**src/rtl/spi_bus_arbiter_if.sv**
```systemverilog
// Signal bundle between the arbiter, the fetch/data requesters and the SPI engine.
// master: arbiter side. slave: requester/engine side.
interface spi_bus_arbiter_if;
  logic        fetch_req;
  logic [15:0] fetch_addr;
  logic        fetch_ack;
  logic [7:0]  fetch_rdata;
  logic        data_req;
  logic        data_we;
  logic [15:0] data_addr;
  logic [7:0]  data_wdata;
  logic        data_ack;
  logic [7:0]  data_rdata;
  logic        spi_start;
  logic        spi_write;
  logic [15:0] spi_address;
  logic [7:0]  spi_wdata;
  logic [7:0]  spi_rdata;
  logic        spi_done;
  logic        sel_rom;
  logic        busy;
  logic        timeout_err;

  modport master (
    input  fetch_req, fetch_addr, data_req, data_we, data_addr, data_wdata,
           spi_rdata, spi_done,
    output fetch_ack, fetch_rdata, data_ack, data_rdata,
           spi_start, spi_write, spi_address, spi_wdata,
           sel_rom, busy, timeout_err
  );

  modport slave (
    output fetch_req, fetch_addr, data_req, data_we, data_addr, data_wdata,
           spi_rdata, spi_done,
    input  fetch_ack, fetch_rdata, data_ack, data_rdata,
           spi_start, spi_write, spi_address, spi_wdata,
           sel_rom, busy, timeout_err
  );
endinterface

```
**src/rtl/spi_bus_arbiter.sv**
```systemverilog
// Round-robin arbiter sharing one SPI memory engine between the instruction-fetch
// port (ROM) and the data port (RAM), with a watchdog for engine hangs.
module spi_bus_arbiter #(
  parameter logic [15:0] TIMEOUT = 16'd2048,
  parameter int unsigned TW      = 12
) (
  input  logic              clk,
  input  logic              rst,
  spi_bus_arbiter_if.master bus
);
  typedef enum logic [1:0] {IDLE = 2'd0, BUSY = 2'd1, RECOVER = 2'd2} state_t;
  typedef enum logic {GRANT_DATA = 1'b0, GRANT_FETCH = 1'b1} grant_t;

  localparam logic          WD_EN   = (TIMEOUT != 16'd0);
  localparam logic [TW-1:0] WD_LAST = TW'(TIMEOUT - 16'd1);

  state_t        state_q, state_d;
  grant_t        last_q, last_d;
  logic [TW-1:0] wd_q, wd_d;
  logic [15:0]   addr_q, addr_d;
  logic          write_q, write_d;
  logic [7:0]    wdata_q, wdata_d;
  logic          sel_rom_q, sel_rom_d;
  logic          fetch_ack_q, fetch_ack_d;
  logic          data_ack_q, data_ack_d;
  logic [7:0]    fetch_rdata_q, fetch_rdata_d;
  logic [7:0]    data_rdata_q, data_rdata_d;
  logic          err_q, err_d;

  logic          grant_fetch;
  logic          wd_fire;
  logic [7:0]    done_byte;

  // Next-state: grant in IDLE, wait for done or watchdog in BUSY, one idle cycle in RECOVER.
  always_comb begin
    state_d       = state_q;
    last_d        = last_q;
    wd_d          = wd_q;
    addr_d        = addr_q;
    write_d       = write_q;
    wdata_d       = wdata_q;
    sel_rom_d     = sel_rom_q;
    fetch_ack_d   = 1'b0;
    data_ack_d    = 1'b0;
    fetch_rdata_d = fetch_rdata_q;
    data_rdata_d  = data_rdata_q;
    err_d         = err_q;

    grant_fetch = bus.fetch_req && (!bus.data_req || last_q == GRANT_DATA);
    wd_fire     = WD_EN && (wd_q == WD_LAST);
    // spi_done has priority over a simultaneous watchdog expiry.
    done_byte   = bus.spi_done ? bus.spi_rdata : 8'hFF;

    case (state_q)
      IDLE: begin
        if (bus.fetch_req || bus.data_req) begin
          wd_d    = '0;
          state_d = BUSY;
          if (grant_fetch) begin
            addr_d    = bus.fetch_addr;
            write_d   = 1'b0;
            wdata_d   = '0;
            sel_rom_d = 1'b1;
            last_d    = GRANT_FETCH;
          end else begin
            addr_d    = bus.data_addr;
            write_d   = bus.data_we;
            wdata_d   = bus.data_wdata;
            sel_rom_d = 1'b0;
            last_d    = GRANT_DATA;
          end
        end
      end
      BUSY: begin
        wd_d = wd_q + TW'(1);
        if (bus.spi_done || wd_fire) begin
          state_d = RECOVER;
          err_d   = err_q | ~bus.spi_done;
          if (sel_rom_q) begin
            fetch_ack_d   = 1'b1;
            fetch_rdata_d = done_byte;
          end else begin
            data_ack_d = 1'b1;
            if (!write_q || !bus.spi_done) data_rdata_d = done_byte;
          end
        end
      end
      RECOVER: state_d = IDLE;
      default: state_d = IDLE;
    endcase
  end

  // State and datapath registers; async reset drops spi_start immediately.
  always_ff @(posedge clk or posedge rst) begin
    if (rst) begin
      state_q       <= IDLE;
      last_q        <= GRANT_DATA;
      wd_q          <= '0;
      addr_q        <= '0;
      write_q       <= 1'b0;
      wdata_q       <= '0;
      sel_rom_q     <= 1'b1;
      fetch_ack_q   <= 1'b0;
      data_ack_q    <= 1'b0;
      fetch_rdata_q <= '0;
      data_rdata_q  <= '0;
      err_q         <= 1'b0;
    end else begin
      state_q       <= state_d;
      last_q        <= last_d;
      wd_q          <= wd_d;
      addr_q        <= addr_d;
      write_q       <= write_d;
      wdata_q       <= wdata_d;
      sel_rom_q     <= sel_rom_d;
      fetch_ack_q   <= fetch_ack_d;
      data_ack_q    <= data_ack_d;
      fetch_rdata_q <= fetch_rdata_d;
      data_rdata_q  <= data_rdata_d;
      err_q         <= err_d;
    end
  end

  assign bus.spi_start   = (state_q == BUSY);
  assign bus.busy        = (state_q != IDLE);
  assign bus.spi_write   = write_q;
  assign bus.spi_address = addr_q;
  assign bus.spi_wdata   = wdata_q;
  assign bus.sel_rom     = sel_rom_q;
  assign bus.fetch_ack   = fetch_ack_q;
  assign bus.fetch_rdata = fetch_rdata_q;
  assign bus.data_ack    = data_ack_q;
  assign bus.data_rdata  = data_rdata_q;
  assign bus.timeout_err = err_q;
endmodule

```
**src/flat_wrapper.sv**
```systemverilog
// flat-port wrapper written by rule: the top's interface ports become plain ports
module spi_bus_arbiter_flat 
#(
  parameter logic [15:0] TIMEOUT = 16'd2048,
  parameter int unsigned TW      = 12
)
  (clk, rst, bus_fetch_req, bus_fetch_addr, bus_data_req, bus_data_we, bus_data_addr, bus_data_wdata, bus_spi_rdata, bus_spi_done, bus_fetch_ack, bus_fetch_rdata, bus_data_ack, bus_data_rdata, bus_spi_start, bus_spi_write, bus_spi_address, bus_spi_wdata, bus_sel_rom, bus_busy, bus_timeout_err);
  spi_bus_arbiter_if bus_i ();
  input  logic clk;
  input  logic rst;
  input wire logic [$bits(bus_i.fetch_req)-1:0] bus_fetch_req;
  input wire logic [$bits(bus_i.fetch_addr)-1:0] bus_fetch_addr;
  input wire logic [$bits(bus_i.data_req)-1:0] bus_data_req;
  input wire logic [$bits(bus_i.data_we)-1:0] bus_data_we;
  input wire logic [$bits(bus_i.data_addr)-1:0] bus_data_addr;
  input wire logic [$bits(bus_i.data_wdata)-1:0] bus_data_wdata;
  input wire logic [$bits(bus_i.spi_rdata)-1:0] bus_spi_rdata;
  input wire logic [$bits(bus_i.spi_done)-1:0] bus_spi_done;
  output wire logic [$bits(bus_i.fetch_ack)-1:0] bus_fetch_ack;
  output wire logic [$bits(bus_i.fetch_rdata)-1:0] bus_fetch_rdata;
  output wire logic [$bits(bus_i.data_ack)-1:0] bus_data_ack;
  output wire logic [$bits(bus_i.data_rdata)-1:0] bus_data_rdata;
  output wire logic [$bits(bus_i.spi_start)-1:0] bus_spi_start;
  output wire logic [$bits(bus_i.spi_write)-1:0] bus_spi_write;
  output wire logic [$bits(bus_i.spi_address)-1:0] bus_spi_address;
  output wire logic [$bits(bus_i.spi_wdata)-1:0] bus_spi_wdata;
  output wire logic [$bits(bus_i.sel_rom)-1:0] bus_sel_rom;
  output wire logic [$bits(bus_i.busy)-1:0] bus_busy;
  output wire logic [$bits(bus_i.timeout_err)-1:0] bus_timeout_err;
  assign bus_i.fetch_req = bus_fetch_req;
  assign bus_i.fetch_addr = bus_fetch_addr;
  assign bus_i.data_req = bus_data_req;
  assign bus_i.data_we = bus_data_we;
  assign bus_i.data_addr = bus_data_addr;
  assign bus_i.data_wdata = bus_data_wdata;
  assign bus_i.spi_rdata = bus_spi_rdata;
  assign bus_i.spi_done = bus_spi_done;
  assign bus_fetch_ack = bus_i.fetch_ack;
  assign bus_fetch_rdata = bus_i.fetch_rdata;
  assign bus_data_ack = bus_i.data_ack;
  assign bus_data_rdata = bus_i.data_rdata;
  assign bus_spi_start = bus_i.spi_start;
  assign bus_spi_write = bus_i.spi_write;
  assign bus_spi_address = bus_i.spi_address;
  assign bus_spi_wdata = bus_i.spi_wdata;
  assign bus_sel_rom = bus_i.sel_rom;
  assign bus_busy = bus_i.busy;
  assign bus_timeout_err = bus_i.timeout_err;
  spi_bus_arbiter #(.TIMEOUT(TIMEOUT), .TW(TW)) u_core (.clk(clk), .rst(rst), .bus(bus_i));
endmodule
```
**config.mk**
```make
export PLATFORM = sky130hd
export DESIGN_NAME = spi_bus_arbiter_flat
export DESIGN_NICKNAME = d
export VERILOG_FILES = /design/src/rtl/spi_bus_arbiter_if.sv /design/src/rtl/spi_bus_arbiter.sv /design/src/flat_wrapper.sv
export SDC_FILE = /design/constraint.sdc
export NUM_CORES = 1
export LEC_CHECK = 0
export ABC_AREA = 0
export CORE_MARGIN = 2
export CORE_UTILIZATION = 28
export CTS_CLUSTER_DIAMETER = 120
export CTS_CLUSTER_SIZE = 14
export DETAILED_ROUTE_END_ITERATION = 16
export SYNTH_ARGS = -nofsm -noshare
export SYNTH_HDL_FRONTEND = slang
export SYNTH_SLANG_ARGS = --single-unit
```
**constraint.sdc**
```tcl
create_clock -name clk -period 2.6 [get_ports clk]
set_input_delay 0.26 -clock clk [delete_from_list [all_inputs] [get_ports clk]]
set_output_delay 0.26 -clock clk [all_outputs]
set_load 0.03 [all_outputs]
```
### Routing congestion map, run 1

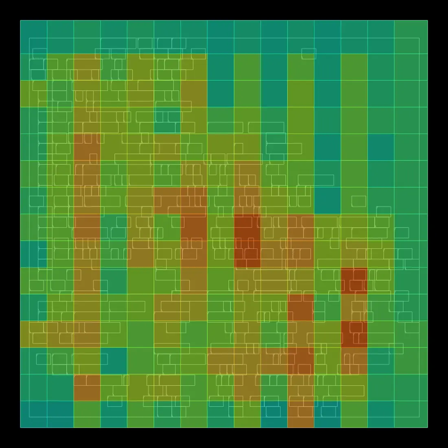
Total Routing Usage GR: 13.8%
peak-usage layer in the global routing report: met2

### Signal wires by layer, run 1

Two of the layers only.
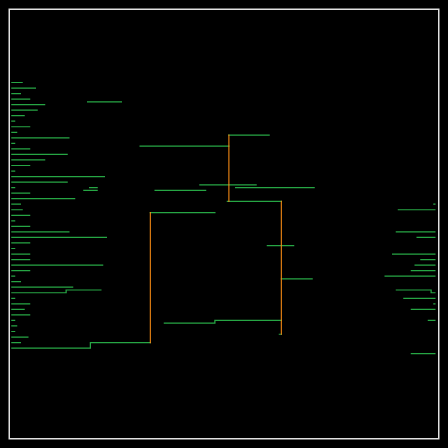
met4: drawn in orange, wire length 80.9 um. met3: drawn in green, wire length 583 um.

==> run notes, run 1 <==
From the run reports.

- The non-clock buffer total of the final layout is about 110.
- The estimated wirelength of the detail-placed design reads roughly 5.3 mm.
- The area of the core region reads between 9000 and 10000 um2.
- CTS added clock buffers totalling 9.
- The number of buffers and inverters on the critical path is 2.
- For the clock group, total power comes out at approximately 0.86 mW.
- Counting instances in the post-synthesis netlist gives the leading cell types as 59 x sky130_fd_sc_hd__dfrtp_1, 33 x sky130_fd_sc_hd__mux2i_1, 32 x sky130_fd_sc_hd__o21ai_0, 20 x sky130_fd_sc_hd__nor2_1, 11 x sky130_fd_sc_hd__a21oi_1.
- The design has around 60 sequential cells.
- The weighted congestion reported at the end of routability-driven placement reads 0.792.
- The share of the Yosys chip area taken by registers is a little over half.
- The wire length reported by the detailed router reads between 7 and 8 mm.
- The maximum number of pins on one net before global-route repair reads 38.
- The cell type taking the most area is sequential cells.
- The area reported by Yosys stat reads around 2900 um2.
- The mean number of vias per cell reads a little under 5.
- Global routing consumed, on the met2 layer, approximately 20% of the routing resources.
- The critical path startpoint category reads a flip-flop.
- The instance area at placement is between 4000 and 5000 um2.
- The met3 track utilization from global routing reads between 5 and 6%.
- The I/O pin total is ~100.
- The maximum clock insertion buffer count reads 2.
- OpenSTA, run right after detailed placement, puts the worst setup slack at approximately 580 ps.
- The net switching component of the power is around 2.1 mW.
- The summed area of non-filler cells in the final layout reads between 4000 and 5000 um2.
- The number of hold-repair buffers added at the cts stage is 0.
- The total nets after synthesis reads around 320.
- The length of the first detailed-routing pass in iterations is 5.
- The share of the cycle needed by the critical path after routing reads between 80 and 90%.
- In this run the VDD rail shows a maximum IR drop of 443 uV.
- For this run, the share of the core covered by cells in the final layout is between 40 and 50%.
- The max-slew violation total from the final report reads 0.
- Clock cells make up 4.78% of the layout cell area.
- By instance count after routing, the leading logic cell types are 100 x sky130_fd_sc_hd__clkdlybuf4s50_1, 59 x sky130_fd_sc_hd__dfrtp_1, 33 x sky130_fd_sc_hd__mux2i_1.
- Per the CTS log, the maximum H-tree level is 3.
- After detailed routing, the number of remaining DRC violations is 0.
- The multi-input combinational cell count is 185.
- The clock tree from TritonCTS is built.
- The first element of the critical path is u_core.state_q[1]$_DFFE_PP0P_.
- The number of buffers added for setup after CTS is 0.
- Grouping stages by cell kind, the critical path spends the most delay in buffers and inverters.
- The share of cell area taken by muxes after synthesis is 11.5%.
- For reference, the top cells by area after synthesis are sky130_fd_sc_hd__dfrtp_1 51%, sky130_fd_sc_hd__mux2i_1 12%, sky130_fd_sc_hd__o21ai_0 5.6%, sky130_fd_sc_hd__a22o_1 3.1%, sky130_fd_sc_hd__nor2_1 2.6%.
- The register share of total power reads about a third.
- The internal cell power reads approximately 2.8 mW.
- The netlist area before placement reads 2870 um2.
- The largest single stage delay on the critical path is roughly 750 ps.
- The area fraction in and, or, nand and nor cells reads 12.9%.
- The worst-case clock skew reads between 15 and 20 ps.
- The power group with the largest share reads combinational cells.
- The kind of critical path is flip-flop to output port.
- Walking the critical path from launch to capture passes 3 cell instances.
- The main logic family after synthesis is AND-OR/OR-AND gates.
- Yosys stat counts between 200 and 300 cells in the synthesized netlist.
- The number of flip-flops under the largest register name reads 16.
- The flip-flop and latch area reads ~1500 um2.
- The number of antenna violations at the first check in global routing came to 0.
- The power density relative to cell area is 1160 nW/um2.
- The sink count of the clock tree reads approximately 60.
- STA puts the critical path data required time at around 2300 ps.
- The maximum achievable frequency is about 0.44 GHz.
- The via count is 2435.
- The leakage power summed over all cells is roughly 1.8 nW.
- The count of inserted tapcells is approximately 130.
- The slowest cell on the critical path reads sky130_fd_sc_hd__clkdlybuf4s50_1.
- The reg-to-reg critical path startpoint reads u_core.wd_q[1]$_DFFE_PP0P_.
- The register share of the cell area reads between 30% and 40%.
- The most used flip-flop cell is sky130_fd_sc_hd__dfrtp_1.
- Dividing the detail-routed wire length by the instance count gives between 10 and 15 um.
- Nets still carrying antenna violations after routing amount to 0.
- Leaving out fill and tap cells, the most frequent cell in the layout is sky130_fd_sc_hd__clkdlybuf4s50_1.
- Per the synthesis report, the number of distinct cell types is 43.
- The instance tally after logic synthesis reads about 270.
- The arrival time reported for the critical path endpoint reads slightly above 2000 ps.
- The destination of the worst register-to-register timing path reads u_core.bus.fetch_rdata[2]$_DFFE_PP0P_.
- The share of total power consumed by net switching reads a little over two fifths.
- The kind of end point of the critical path is an output port.
- The first-pass GRT wire length is 12.1 mm.
- The number of instances in the placed design is 490.
- The antenna diode instance count reads 0.
- The horizontal die dimension is 105 um.
- The parity-gate share of the synthesized area counting xor and xnor cells is 0%.
- As logged by OpenROAD, the buffers inserted on ports number roughly 100.
- The part of the power in the clock network reads 17.6%.
- Per report_power, the combinational group accounts for between 40% and 50% of the total.
- The critical path capture point reads bus_busy.
- Final hold analysis gives a worst-case slack of around 260 ps.
- The registers of the reported paths see a clock transition of ~80 ps.
- The post-layout minimum cycle time is around 2300 ps.
- The critical path in the final layout is reported with a setup slack of around 310 ps.
- The wire length on met1 is around 3.4 mm.
- The area fraction in full adders, half adders and majority gates reads less than 1%.
- The relative max-transition margin is 52.2%.
- At the pin with the least slew margin, the transition time is just over 700 ps.
- The classification of the worst-slack hold path reads primary input to asynchronous set/reset pin.
- The power in combinational cells reads around 2.4 mW.
- The cell type with the largest total area after synthesis is sky130_fd_sc_hd__dfrtp_1.
- The flow ran to the end, and the final reports show no timing, DRC or antenna violations.
- The average instance in the mapped netlist occupies about 11 um2.
- The synthesized design devotes to its leading area cell type between 50% and 60% of total area.
- The post-synth count of flops with an enable pin is 0.
- The met3 wire length is just under 600 um.
- The skew report gives the latency at the later pin of the worst-skew pair as between 300 and 400 ps.
- The proportion of final cell area spent on non-clock buffers reads approximately a quarter.
- The tree is rooted in a sky130_fd_sc_hd__clkbuf_8.
- The number of OpenROAD warnings reads 26.
- Across all register-to-register paths, the minimum setup slack is between 700 and 800 ps.
- The total of cells resized after clock tree synthesis is 0.
- The number of global-route vias before repair reads 2452.
- The multi-input logic portion of the cell area is about 30%.
- The overall die area reads 11100 um2.
- The global route stage reports its total congestion overflow as 0.
- The final layout reports a setup TNS of 0 ps.
- The share of flip-flops with an asynchronous set or reset after synthesis reads 100%.
- Setup repair after global routing left no endpoint under its margin.
- The number of standard-cell rows in the floorplan reads 36.
- The highest metal layer carrying signal wires in the routed design is met4.
- The power consumption is ~5 mW.
- The final non-filler cell total reads 506.
- The layout cell share with drive strength beyond 1 reads between 10% and 20%.
- The number of logic inverters in the finished layout is 6.
- Compared with the post-synthesis result, the final layout area differs by 47.0%.
- sky130_fd_sc_hd__dfrtp_1 is the most common cell in the netlist.
- Listed in order, past its start point the critical path passes nor2_2 -> inv_2 -> clkdlybuf4s50_1.
- The yosys warning tally reads 0.
- The count of final hold-check violations reads 0.
- The finished design was reported to have a net count of around 420.
- The first routing iteration left roughly 110 violations.
- From the final report, the count of setup violators was given as 0.
- Routing resource usage on met1 recorded by global route was between 10% and 20%.
- The maximum fanout count along the critical path reads 26.
- From bottom edge to top edge, the die measures approximately 110 um.
- The layout has 959 filler cells.
- The report puts the cell count of the worst reg-to-reg path at 4.
- The combinational gate area is 1260 um2.
- The starting utilization of the core area reads 29.1%.
- In the detailed route, the total length drawn on met2 is between 3 and 4 mm.
- Per the run summary, max-cap violations total 0.
- The clock buffer count in the final layout reads 11.
- The sequential group power is roughly 1.6 mW.
- Of the total synthesized cell area, the portion taken by AND-OR and OR-AND cells is a little under a fifth.
### Pin map, run 1

Pins as bars across the die edge, other pins in grey.
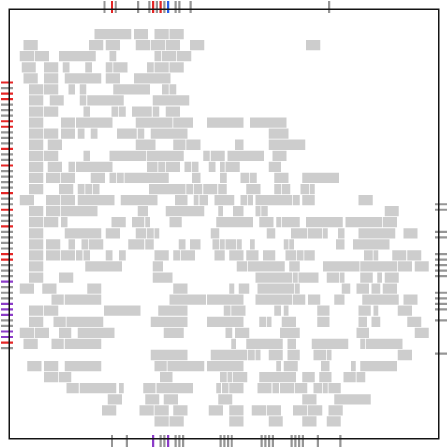
bus_data_addr: drawn in red, pins 16, direction input, edge 13 left, 3 top. bus_data_wdata: drawn in purple, pins 8, direction input, edge 6 left, 2 bottom. bus_busy: drawn in blue, pins 1, direction output, edge top.

### Placed cells, one colour a class, run 1

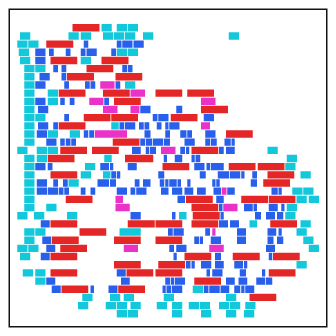
all other logic: drawn in blue, cells 191. other buffers and delay cells: drawn in cyan, cells 106. flip-flops: drawn in red, cells 60. clock drivers and dummy loads: drawn in magenta, cells 16.

--- run 2 (diff from run 1) ---
Settings changed: CORE_UTILIZATION 28 to 49, PLACE_DENSITY set to 0.86.
### Placed cells, one colour a class, run 2

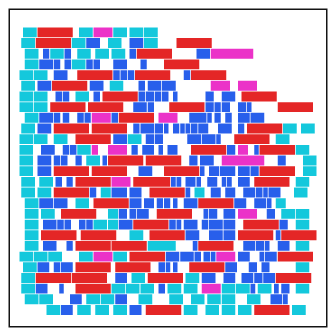
all other logic: drawn in blue, cells 191. flip-flops: drawn in red, cells 60. clock drivers and dummy loads: drawn in magenta, cells 15. other buffers and delay cells: drawn in cyan, cells 106.

==> run notes, run 2 <==
From the run reports.

- The netlist area before placement is 2870 um2 (unchanged).
- The power consumption reads 5.03 mW (was 4.91 mW).
- The average cell area after synthesis is 10.7 um2 (unchanged).
- The starting utilization of the core area reads 51.4% (was 29.1%).
- The clock latency on the worst-skew pair is 340 ps (about the same).
- The count of final hold-check violations reads 0 (unchanged).
- The cell type taking the most area reads sequential cells (unchanged).
- The depth of the CTS H-tree is 3 (unchanged).
- The register share after synthesis reads 52.4% (unchanged).
- The via count is 2512 (was 2435).
- The aggregate global-route resource usage came to 24.2% (was 13.8%).
- The total of cells resized after clock tree synthesis was 0 (unchanged).
- The first-pass GRT wire length is 11.9 mm (was 12.1 mm).
- The power in combinational cells is 2.46 mW (was 2.44 mW).
- The combinational gate area is 1260 um2 (unchanged).
- The area fraction in and, or, nand and nor cells came to 12.9% (unchanged).
- The routed length on met2 is 3.46 mm (was 3.33 mm).
- The wire length reported by the detailed router was 7.18 mm (was 7.36 mm).
- The maximum achievable frequency came to 0.434 GHz (was 0.437 GHz).
- The final non-filler cell total reads 444 (was 506).
- The power group with the largest share reads combinational cells (unchanged).
- The register share of total power reads 32.0% (was 32.7%).
- The proportion of final cell area spent on non-clock buffers is 25.4% (was 25.1%).
- The share of total power consumed by net switching reads 41.4% (was 42.3%).
- The antenna diode instance count was 0 (unchanged).
- Top area cell types: sky130_fd_sc_hd__dfrtp_1 51%, sky130_fd_sc_hd__mux2i_1 12%, sky130_fd_sc_hd__o21ai_0 5.6%, sky130_fd_sc_hd__a22o_1 3.1%, sky130_fd_sc_hd__nor2_1 2.6% (unchanged).
- The pin slew with the least headroom to its limit reads 624 ps (was 714 ps).
- CP Cell Sequence: nor2_2 -> inv_2 -> clkdlybuf4s50_1 (unchanged).
- The post-layout minimum cycle time reads 2300 ps (was 2290 ps).
- Leading cell types in the layout, fill and taps excluded: 100 x sky130_fd_sc_hd__clkdlybuf4s50_1, 59 x sky130_fd_sc_hd__dfrtp_1, 33 x sky130_fd_sc_hd__mux2i_1 (unchanged).
- Most instantiated cells after synthesis: 59 x sky130_fd_sc_hd__dfrtp_1, 33 x sky130_fd_sc_hd__mux2i_1, 32 x sky130_fd_sc_hd__o21ai_0, 20 x sky130_fd_sc_hd__nor2_1, 11 x sky130_fd_sc_hd__a21oi_1 (unchanged).
- The relative max-transition margin reads 58.3% (was 52.2%).
- The number of buffers and inverters on the critical path was 2 (unchanged).
- The net switching component of the power was 2.08 mW (about the same).
- The flip-flop and latch area reads 1500 um2 (unchanged).
- The part of the power in the clock network is 19.0% (was 17.6%).
- The area of the core region is 5570 um2 (was 9860 um2).
- The clock buffer count from CTS is 9 (unchanged).
- The net count reported at finish reads 423 (unchanged).
- The number of buffers added for setup after CTS reads 0 (unchanged).
- The share of flip-flops with an asynchronous set or reset after synthesis reads 100% (unchanged).
- The register-to-register setup slack reads 730 ps (was 760 ps).
- The final-report setup violation count reads 0 (unchanged).
- The clock tree from TritonCTS is built (unchanged).
- The total number of sequential cells is 60 (unchanged).
- The area fraction in full adders, half adders and majority gates reads 0.436% (unchanged).
- The main logic family after synthesis is AND-OR/OR-AND gates (unchanged).
- The critical path startpoint category is a flip-flop (unchanged).
- The clock buffer count in the final layout came to 11 (unchanged).
- The summed area of non-filler cells in the final layout is 4160 um2 (was 4220 um2).
- The kind of critical path is flip-flop to output port (unchanged).
- The I/O pin total came to 101 (unchanged).
- The count of distinct cell types in the synthesized netlist is 43 (unchanged).
- The detailed-route DRC error count came to 0 (unchanged).
- The weighted congestion reported at the end of routability-driven placement is 0.827 (was 0.792).
- The destination of the worst register-to-register timing path is u_core.bus.spi_wdata[7]$_DFFE_PP0P_ (was u_core.bus.fetch_rdata[2]$_DFFE_PP0P_).
- The multi-input logic portion of the cell area is 30.4% (was 30.0%).
- The power consumed by the clock network is 0.955 mW (was 0.863 mW).
- Unrepaired setup endpoints after global routing: no (unchanged).
- The kind of cell adding the most delay to the critical path reads buffers and inverters (unchanged).
- The share of the cycle needed by the critical path after routing is 88.5% (was 88.0%).
- The length of the first detailed-routing pass in iterations is 4 (was 5).
- The total overflow reported by the global router came to 0 (unchanged).
- The number of filler cells placed in the layout is 395 (was 959).
- The maximum fanout count along the critical path reads 26 (unchanged).
- The maximum clock insertion buffer count reads 2 (unchanged).
- The non-clock buffer total of the final layout reads 106 (unchanged).
- The area share of the leading cell type in the synthesized netlist is 51.5% (unchanged).
- The aggregate negative setup slack is 0 ps (unchanged).
- The clock-pin slew of the registers on the worst-case setup and hold paths is 70 ps (was 80 ps).
- The horizontal die dimension came to 80.5 um (was 105 um).
- The internal cell power is 2.95 mW (was 2.83 mW).
- The met2 capacity usage during global routing reads 37.6% (was 20.2%).
- The end-of-flow core utilization is 74.7% (was 42.7%).
- The worst IR drop on VDD is 836 uV (was 443 uV).
- The yosys warning tally reads 0 (unchanged).
- The kind of end point of the critical path is an output port (unchanged).
- The overall die area reads 6480 um2 (was 11100 um2).
- The number of OpenROAD warnings is 26 (unchanged).
- The reported max-cap violation count is 0 (unchanged).
- The reg-to-reg critical path startpoint is u_core.state_q[1]$_DFFE_PP0P_ (was u_core.wd_q[1]$_DFFE_PP0P_).
- The leakage power summed over all cells reads 1.79 nW (was 1.78 nW).
- The multi-input combinational cell count was 185 (unchanged).
- Run status: finished clean (unchanged).
- The number of hold-repair buffers added at the cts stage is 0 (unchanged).
- The number of instances in the placed design reads 429 (was 490).
- The power density relative to cell area is 1210 nW/um2 (was 1160 nW/um2).
- The instance area at placement reads 3940 um2 (was 4020 um2).
- The met3 wire length reads 533 um (was 582 um).
- The layout cell share with drive strength beyond 1 came to 12.1% (about the same).
- The most used flip-flop cell is sky130_fd_sc_hd__dfrtp_1 (unchanged).
- The floorplan die height is 80.5 um (was 105 um).
- The sequential group power reads 1.61 mW (about the same).
- The count of inserted tapcells is 72 (was 133).
- The count of nets left with antenna violations after detail routing was 0 (unchanged).
### Signal wires by layer, run 2

Two of the layers only.
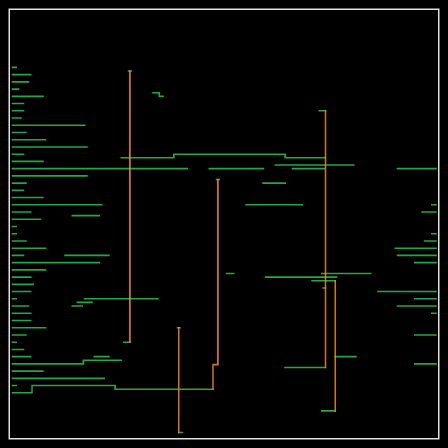
met3: drawn in green, wire length 534 um. met4: drawn in orange, wire length 184 um.

Power figures rest on the tool's default switching activity, not on a simulated workload.
